===== src/rtl/seq1010_scan_ctrl.sv =====
// Word-level front end for the serial 1010 Mealy detector: words arrive over valid/ready,
// are scanned MSB-first one bit per clock, and matches are counted toward a sticky interrupt.
module seq1010_scan_ctrl #(
    parameter int unsigned DATA_W  = 8,
    parameter int unsigned CNT_W   = 8,
    parameter int unsigned OVERLAP = 1
) (
    input  logic              clk,
    input  logic              reset,
    input  logic [DATA_W-1:0] in_data,
    input  logic              in_valid,
    output logic              in_ready,
    input  logic              clear,
    input  logic [CNT_W-1:0]  threshold,
    output logic              busy,
    output logic              match_pulse,
    output logic [CNT_W-1:0]  match_count,
    output logic              irq
);

    localparam int unsigned IDX_W = (DATA_W > 1) ? $clog2(DATA_W) : 1;
    localparam logic [IDX_W-1:0] LAST_IDX = IDX_W'(DATA_W - 1);
    localparam logic [CNT_W-1:0] CNT_MAX  = '1;

    typedef enum logic {
        IDLE,
        SHIFT
    } ctrl_e;

    typedef enum logic [1:0] {
        S0,
        S1,
        S10,
        S101
    } det_e;

    ctrl_e             ctrl_q, ctrl_d;
    det_e              det_q, det_d;
    logic [DATA_W-1:0] shreg_q, shreg_d;
    logic [IDX_W-1:0]  bit_idx_q, bit_idx_d;
    logic              pulse_q, pulse_d;
    logic [CNT_W-1:0]  count_q, count_d;
    logic              irq_q, irq_d;

    logic handshake;
    logic bit_in;
    logic match;

    // Ready is combinational so a new word can be taken on the last bit of the current one.
    assign in_ready    = reset && ((ctrl_q == IDLE) || (bit_idx_q == LAST_IDX));
    assign busy        = (ctrl_q == SHIFT);
    assign match_pulse = pulse_q;
    assign match_count = count_q;
    assign irq         = irq_q;

    assign handshake = in_valid && in_ready;
    assign bit_in    = shreg_q[DATA_W-1];

    always_comb begin
        ctrl_d    = ctrl_q;
        det_d     = det_q;
        shreg_d   = shreg_q;
        bit_idx_d = bit_idx_q;
        pulse_d   = 1'b0;
        count_d   = count_q;
        irq_d     = irq_q;
        match     = 1'b0;

        case (ctrl_q)
            IDLE: begin
                if (handshake) begin
                    shreg_d   = in_data;
                    bit_idx_d = '0;
                    ctrl_d    = SHIFT;
                end
            end
            SHIFT: begin
                shreg_d   = shreg_q << 1;
                bit_idx_d = bit_idx_q + IDX_W'(1);
                case (det_q)
                    S0:   det_d = bit_in ? S1 : S0;
                    S1:   det_d = bit_in ? S1 : S10;
                    S10:  det_d = bit_in ? S101 : S0;
                    S101: begin
                        if (bit_in) begin
                            det_d = S1;
                        end else begin
                            match = 1'b1;
                            det_d = (OVERLAP != 0) ? S10 : S0;
                        end
                    end
                    default: det_d = S0;
                endcase
                if (bit_idx_q == LAST_IDX) begin
                    bit_idx_d = '0;
                    if (handshake) begin
                        shreg_d = in_data;
                    end else begin
                        ctrl_d = IDLE;
                    end
                end
            end
            default: ctrl_d = IDLE;
        endcase

        // Saturating count; pulse still fires when the counter is pinned.
        if (match) begin
            pulse_d = 1'b1;
            if (count_q != CNT_MAX) begin
                count_d = count_q + CNT_W'(1);
            end
            if ((threshold != '0) && (count_d == threshold)) begin
                irq_d = 1'b1;
            end
        end

        // Clear overrides a coincident match but leaves the word in flight running.
        if (clear) begin
            count_d = '0;
            irq_d   = 1'b0;
            pulse_d = 1'b0;
            det_d   = S0;
        end
    end

    always_ff @(posedge clk) begin
        if (!reset) begin
            ctrl_q    <= IDLE;
            det_q     <= S0;
            shreg_q   <= '0;
            bit_idx_q <= '0;
            pulse_q   <= 1'b0;
            count_q   <= '0;
            irq_q     <= 1'b0;
        end else begin
            ctrl_q    <= ctrl_d;
            det_q     <= det_d;
            shreg_q   <= shreg_d;
            bit_idx_q <= bit_idx_d;
            pulse_q   <= pulse_d;
            count_q   <= count_d;
            irq_q     <= irq_d;
        end
    end

endmodule

===== config.mk =====
export PLATFORM = sky130hd
export DESIGN_NAME = seq1010_scan_ctrl
export DESIGN_NICKNAME = d
export VERILOG_FILES = /design/src/rtl/seq1010_scan_ctrl.sv
export SDC_FILE = /design/constraint.sdc
export NUM_CORES = 1
export LEC_CHECK = 0
export CAP_MARGIN = 40
export CORE_ASPECT_RATIO = 1.1
export CORE_UTILIZATION = 30
export DETAILED_ROUTE_END_ITERATION = 10
export HOLD_SLACK_MARGIN = 0.08
export PLACE_DENSITY = 0.63
export SLEW_MARGIN = 20
export SYNTH_ARGS = -nofsm -noshare
export SYNTH_HDL_FRONTEND = slang
export SYNTH_SLANG_ARGS = --single-unit

===== constraint.sdc =====
create_clock -name clk -period 1.87 [get_ports clk]
set_input_delay 0.374 -clock clk [delete_from_list [all_inputs] [get_ports clk]]
set_output_delay 0.374 -clock clk [all_outputs]
set_load 0.02 [all_outputs]

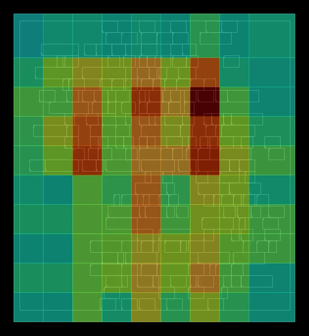
(run_1/final_congestion.png)
met3 Use GR: 1.73%
post-layout util: 47.0%
Avg WL per Cell: 11.8 um
GR Util met2: 23.4%

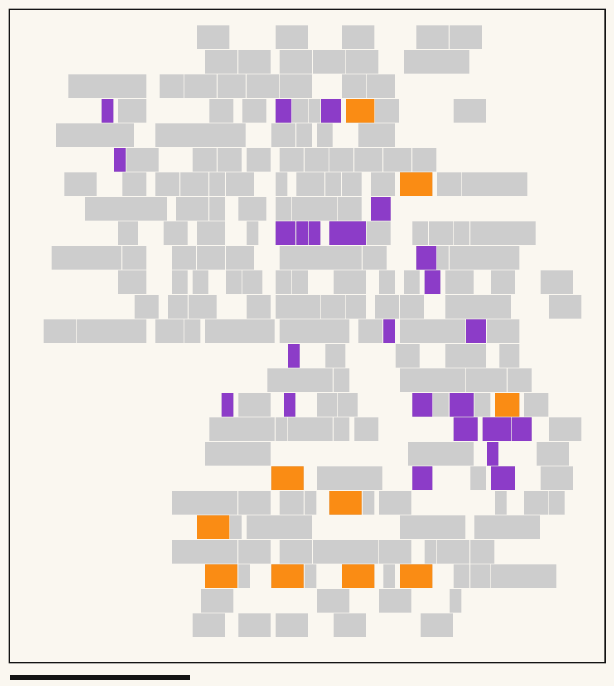
(run_1/gate_families.png)
Bar = 20 um.
legend:
  purple:
    family: NOR gates
    cells: 24
  orange:
    family: AND-OR and OR-AND gates
    cells: 10
Cell Count, Final, Fillers Out: 264
Top cell excl fill/tap: clkdlybuf4s50_1
Comb/total area: 42.9%

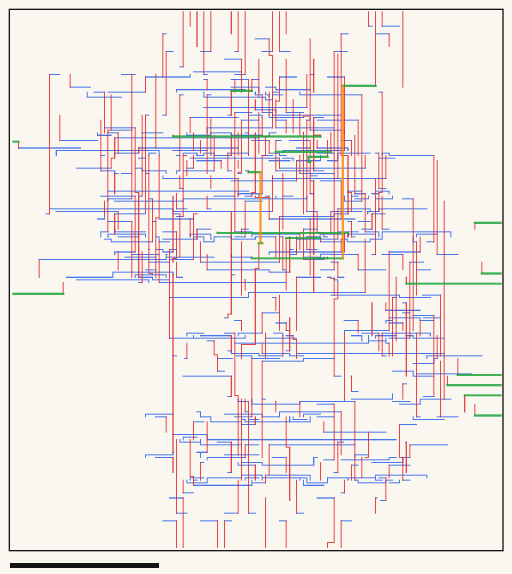
(run_1/metal_stack.png)
Bar = 20 um.
legend:
  red:
    layer: met2
    wire_length: 1480 um
  green:
    layer: met3
    wire_length: 121 um
  orange:
    layer: met4
    wire_length: 32.6 um
  blue:
    layer: met1
    wire_length: 1490 um
WL final: 3.12 mm
Total GRT Usage: 14.4%
vias: 1306

==> reports/results.ini, run 1 <==
[critical_path]
cp.arrival_ps = 2090
cp_slowest_stage_delay_ps = 470
worstSetupEndpointType = register
r2r-start = match_count[0]
critPathRequiredTime_ps = 2060

[power_and_ir_drop]
vdd_ir_drop_max_uv = 208
p_int_mw = 0.854
p_comb_share_pct = 14.7
switching_share_pct = 22.3
pwr-share-clk_pct = 36.8
switching_power_mw = 0.245

[timing]
max_slew_margin_pct = 70.1
fin_ws_ps = -26.9
setup_tns_ps = -26.9
worstMarginPinSlew_ps = 447
finalSetupViolations = 1
final-hold-violation-count = 0
min_period_ps = 1900

[outcome]
violations = negative setup slack
outcome = finished, violations left

[synthesis]
edf_count = 0
yosysChipArea_mm2 = 0.00135
postSynthSeqShare_pct = 35.6
synthTopCellsByArea = dfxtp_1, mux2i_1, xnor2_1, o211a_1, a21oi_1
top_area_share_pct = 35.6
top_area_cell = dfxtp_1
syn_inst = 157

[grt]
grt_max_degree = 16

[cells_and_area]
nFillCells = 426
lay_top_cells = clkdlybuf4s50_1, buf_4, dfxtp_1
final_area_mm2 = 0.00203
area_growth_pct = 50.3
antenna-diode-count = 0

[cts]
cts_tree = done
insertion_delay_ps = 270
ctsRootBufferMaster = clkbuf_8
clk_pin_slew_worst_paths_ps = 90

[floorplanning]
dieArea_mm2 = 0.00478
die_h_um = 72.4
ios = 32
core_mm2 = 0.00432

[min_path]
holdPathEnd = det_q[0]
worstHoldPathCells = 2
hp-class = reg -> reg
min-delay-start = shreg_q[7]

[placed_design]
io_buffers = 31

[drt]
dr.first_iter.drc_count = 39
ant_nets = 0

[job]
drv_cap = 0
warnings = 29

run 1: per-stage QoR:
stage / worst slack, ps / std cells
after floorplan: -48.7 / 157
after global placement: -214 / 260
after detailed placement: -233 / 260
after CTS: -3.24 / 264
after global routing: -100 / 264
final: -26.9 / 264
run 1: state kept, by name, indices dropped and copies added, names as in the netlist:
register / cells
match_pulse: 1
shreg_q: 8
busy: 1
irq: 1
bit_idx_q: 3
det_q: 2
match_count: 8
run 1: worst max-delay path by stage:
stage,from,end,cells after the start
global route,match_count[0],irq,6
CTS,match_count[1],irq,6
finish,match_count[0],irq,6
floorplan,match_count[0],irq,7
detailed placement,threshold[7],irq,5
global placement,threshold[7],irq,5
run 1: power by group through the flow:
stage                     registers [mW]  logic (mW)  clock network [mW]
after floorplan                    0.543      0.0750                   0
final                              0.533       0.161               0.404
after CTS                          0.534       0.163               0.419
after global routing               0.536       0.175               0.437
after global placement             0.545       0.163                   0
after detailed placement           0.546       0.163                   0
run 1: final cells by class:
type                       instances  area (um2)  share of cell area, %
multi-input combinational        121         871                   42.9
sequential                        24         494                   24.3
timing repair buffer              58         520                   25.6
tap                               54        67.6                   3.33
clock buffer                       4        66.3                   3.27
inverter                           3        11.3                  0.555
run 1: synth_stat cells, types with 3 or more instances:
master,number
and3_1,3
inv_1,3
buf_2,4
nor2_1,10
clkbuf_1,3
nand2_1,11
nor2b_1,5
nor3b_1,3
mux2i_1,8
a311oi_1,3
dfxtp_1,24
a21oi_1,10
nor4_1,3
nand4_1,4
nand3b_1,4
o211a_1,7
ha_1,3
xnor2_1,9
nand3_1,6
o21ai_0,9
run 1: layer usage:
metal | GRT usage, % | vias up | share of wire [%]
met5 | 0 | - | 0
met4 | 6.15 | 0 | 1.0
met3 | 1.73 | 4 | 3.9
met2 | 23.4 | 25 | 47
met1 | 19.1 | 597 | 48
li1 | - | 680 | -
run 1: cell families (layout without fill, tap and decap cells):
family                   count (synthesis)  in the layout  share of synthesized area, %
XOR/XNOR                                10             10                          6.48
multiplexers                             8              8                          5.93
flip-flops                              24             24                          35.6
AND/OR/NAND/NOR                         61             61                          25.3
AND-OR/OR-AND                           39             39                          20.2
buffers and inverters                   12             65                          3.80
adder cells (fa/ha/maj)                  3              3                          2.78
run 1: what timing repair did:
action                     CTS  global route
setup endpoints to repair    2             2
resized                      3             4
pin swaps                    0             8
run 1: critical path, delay by kind of cell, from the launching register on:
family / cells / cell delay (ps)
AND-OR/OR-AND: 2 / 530
XOR/XNOR: 1 / 130
adder cells (fa/ha/maj): 1 / 190
AND/OR/NAND/NOR: 2 / 610
flip-flops: 1 / 370
==> run 2: changes to the inputs <==
--- a/config.mk
+++ b/config.mk
@@ -11,6 +11,7 @@
 export DETAILED_ROUTE_END_ITERATION = 10
 export HOLD_SLACK_MARGIN = 0.08
 export PLACE_DENSITY = 0.63
+export RECOVER_POWER = 50
 export SLEW_MARGIN = 20
 export SYNTH_ARGS = -nofsm -noshare
 export SYNTH_HDL_FRONTEND = slang
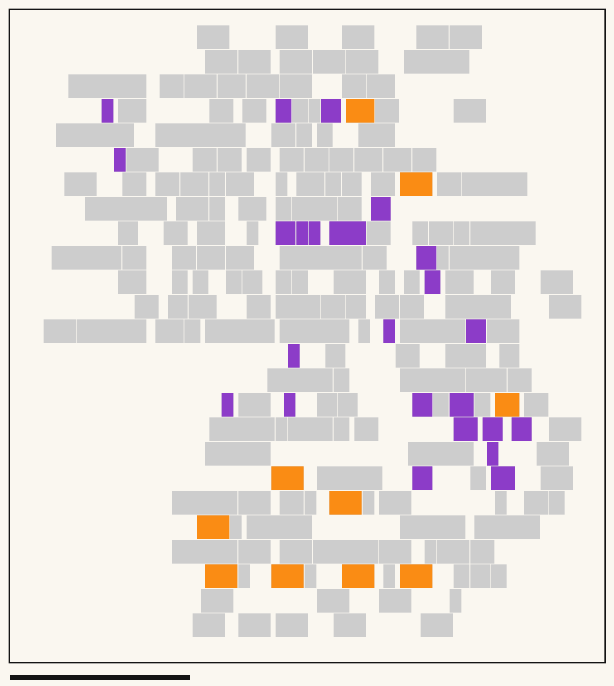
(run_2/gate_families.png)
Bar = 20 um.
legend:
  purple:
    family: NOR gates
    cells: 24
  orange:
    family: AND-OR and OR-AND gates
    cells: 10
Comb/total area: 43.2%

==> reports/results.ini, run 2 <==
[outcome]
outcome = finished, violations left
violations = negative setup slack

[cells_and_area]
stdcell_count = 264
lay_top_count = clkdlybuf4s50_1
regArea_um2 = 494
comb_area_um2 = 868
area_growth_pct = 48.7
antenna-diode-count = 0
lay_top_cells = clkdlybuf4s50_1, buf_4, dfxtp_1
nFillCells = 431

[job]
warnings = 29
drv_cap = 0

[power_and_ir_drop]
vdd_ir_drop_max_uv = 208
cellLeakagePower_nw = 0.805

[drt]
dr.first_iter.drc_count = 39
vias = 1305
wl_per_cell_um = 11.8
drc_errors = 0
wirelength_mm = 3.11
ant_nets = 0

[timing]
finalSetupViolations = 1
min_period_ps = 1900
worstMarginPinSlew_ps = 446
max_slew_margin_pct = 70.2
fin_ws_ps = -26.9
final-hold-violation-count = 0

[placed_design]
place_inst = 260
io_buffers = 31

[synthesis]
synth.cells.most_frequent = dfxtp_1, nand2_1, a21oi_1, nor2_1
edf_count = 0
synthTopCellsByArea = dfxtp_1, mux2i_1, xnor2_1, o211a_1, a21oi_1
synth-async-reset-ratio_pct = 0
postSynthSeqShare_pct = 35.6
top_cell = dfxtp_1
top_area_share_pct = 35.6
top_area_cell = dfxtp_1
syn_inst = 157

[critical_path]
critPathRequiredTime_ps = 2060
worstSetupEndpointType = register
cp.arrival_ps = 2090
r2r-start = match_count[0]

[floorplanning]
core_mm2 = 0.00432
die_h_um = 72.4
dieArea_mm2 = 0.00478
ios = 32

[cts]
insertion_delay_ps = 270
clk_pin_slew_worst_paths_ps = 90
cts-htree-levels = 1
ctsRootBufferMaster = clkbuf_8

[min_path]
worstHoldPathCells = 2
min-delay-start = shreg_q[7]
holdPathEnd = det_q[0]
hp-class = reg -> reg

[grt]
grt_use_total_pct = 14.4
grt_pass1_vias = 1206
grt_max_degree = 16

==> run 2: logic make-up (layout without fill, tap and decap cells) <==
logic type | after synthesis | after routing | synth area share (%)
compound gates | 39 | 39 | 20.2
xor+xnor | 10 | 10 | 6.48
fa+ha+maj | 3 | 3 | 2.78
buf+inv | 12 | 65 | 3.80
flops | 24 | 24 | 35.6
mux | 8 | 8 | 5.93
simple gates | 61 | 61 | 25.3
==> run 2: worst max-delay path by stage <==
stage	startpoint	to	slack [ps]
2_1_floorplan	match_count[0]	irq	-50
3_3_place_gp	threshold[7]	irq	-210
3_5_place_dp	threshold[7]	irq	-230
4_1_cts	match_count[1]	irq	-3
5_1_grt	match_count[0]	irq	-100
6_report	match_count[0]	irq	-30
==> run 2: worst max-delay path, cell delays in order, from the launching register on <==
cell and delay, ps:
dfxtp_4 370, ha_4 190, xnor2_4 130, and2_4 140
o311a_1 310, or4_1 470, o31ai_1 220
==> run 2: cell type report <==
| cell class | count | share of cell area [%] |
|---|---|---|
| Timing Repair Buffer | 58 | 25.0 |
| Clock buffer | 4 | 3.30 |
| Sequential cell | 24 | 24.6 |
| Multi-Input combinational cell | 121 | 43.2 |
| Tap cell | 54 | 3.36 |
| Inverter | 3 | 0.560 |
==> run 2: repair_timing <==
item                       CTS  global route
hold endpoints to repair     0             0
setup endpoints to repair    2             2
cloned                       0             0
pin swaps                    0             8
gates resized                3             4
==> run 2: per-stage QoR <==
| stage | setup WS [ps] | instance area [um2] | hold WS, ps | setup TNS, ps | utilization [%] |
|---|---|---|---|---|---|
| 2_1_floorplan | -48.7 | 1420 | 464 | -48.7 | - |
| 3_3_place_gp | -214 | 1950 | 481 | -371 | 45.2 |
| 3_5_place_dp | -233 | 1950 | 490 | -421 | 45.2 |
| 4_1_cts | -3.24 | 2020 | 512 | -3.24 | 46.8 |
| 5_1_grt | -100 | 2010 | 540 | -189 | 46.6 |
| 6_report | -26.9 | 2010 | 502 | -26.9 | 46.6 |
==> run 2: routing by layer <==
layer | vias to the layer above | track usage [%] | share of wire (%)
li1 | 681 | - | -
met5 | - | 0 | 0
met2 | 25 | 23.4 | 47
met1 | 595 | 19.1 | 48
met3 | 4 | 1.73 | 3.8
met4 | 0 | 6.15 | 1.0
==> run 2: where the power goes <==
group          switching (mW)  total (mW)  internal, mW
Combinational          0.0631       0.157        0.0938
Sequential             0.0100       0.534         0.523
Clock                   0.172       0.404         0.232
Power figures rest on the tool's default switching activity, not on a simulated workload.
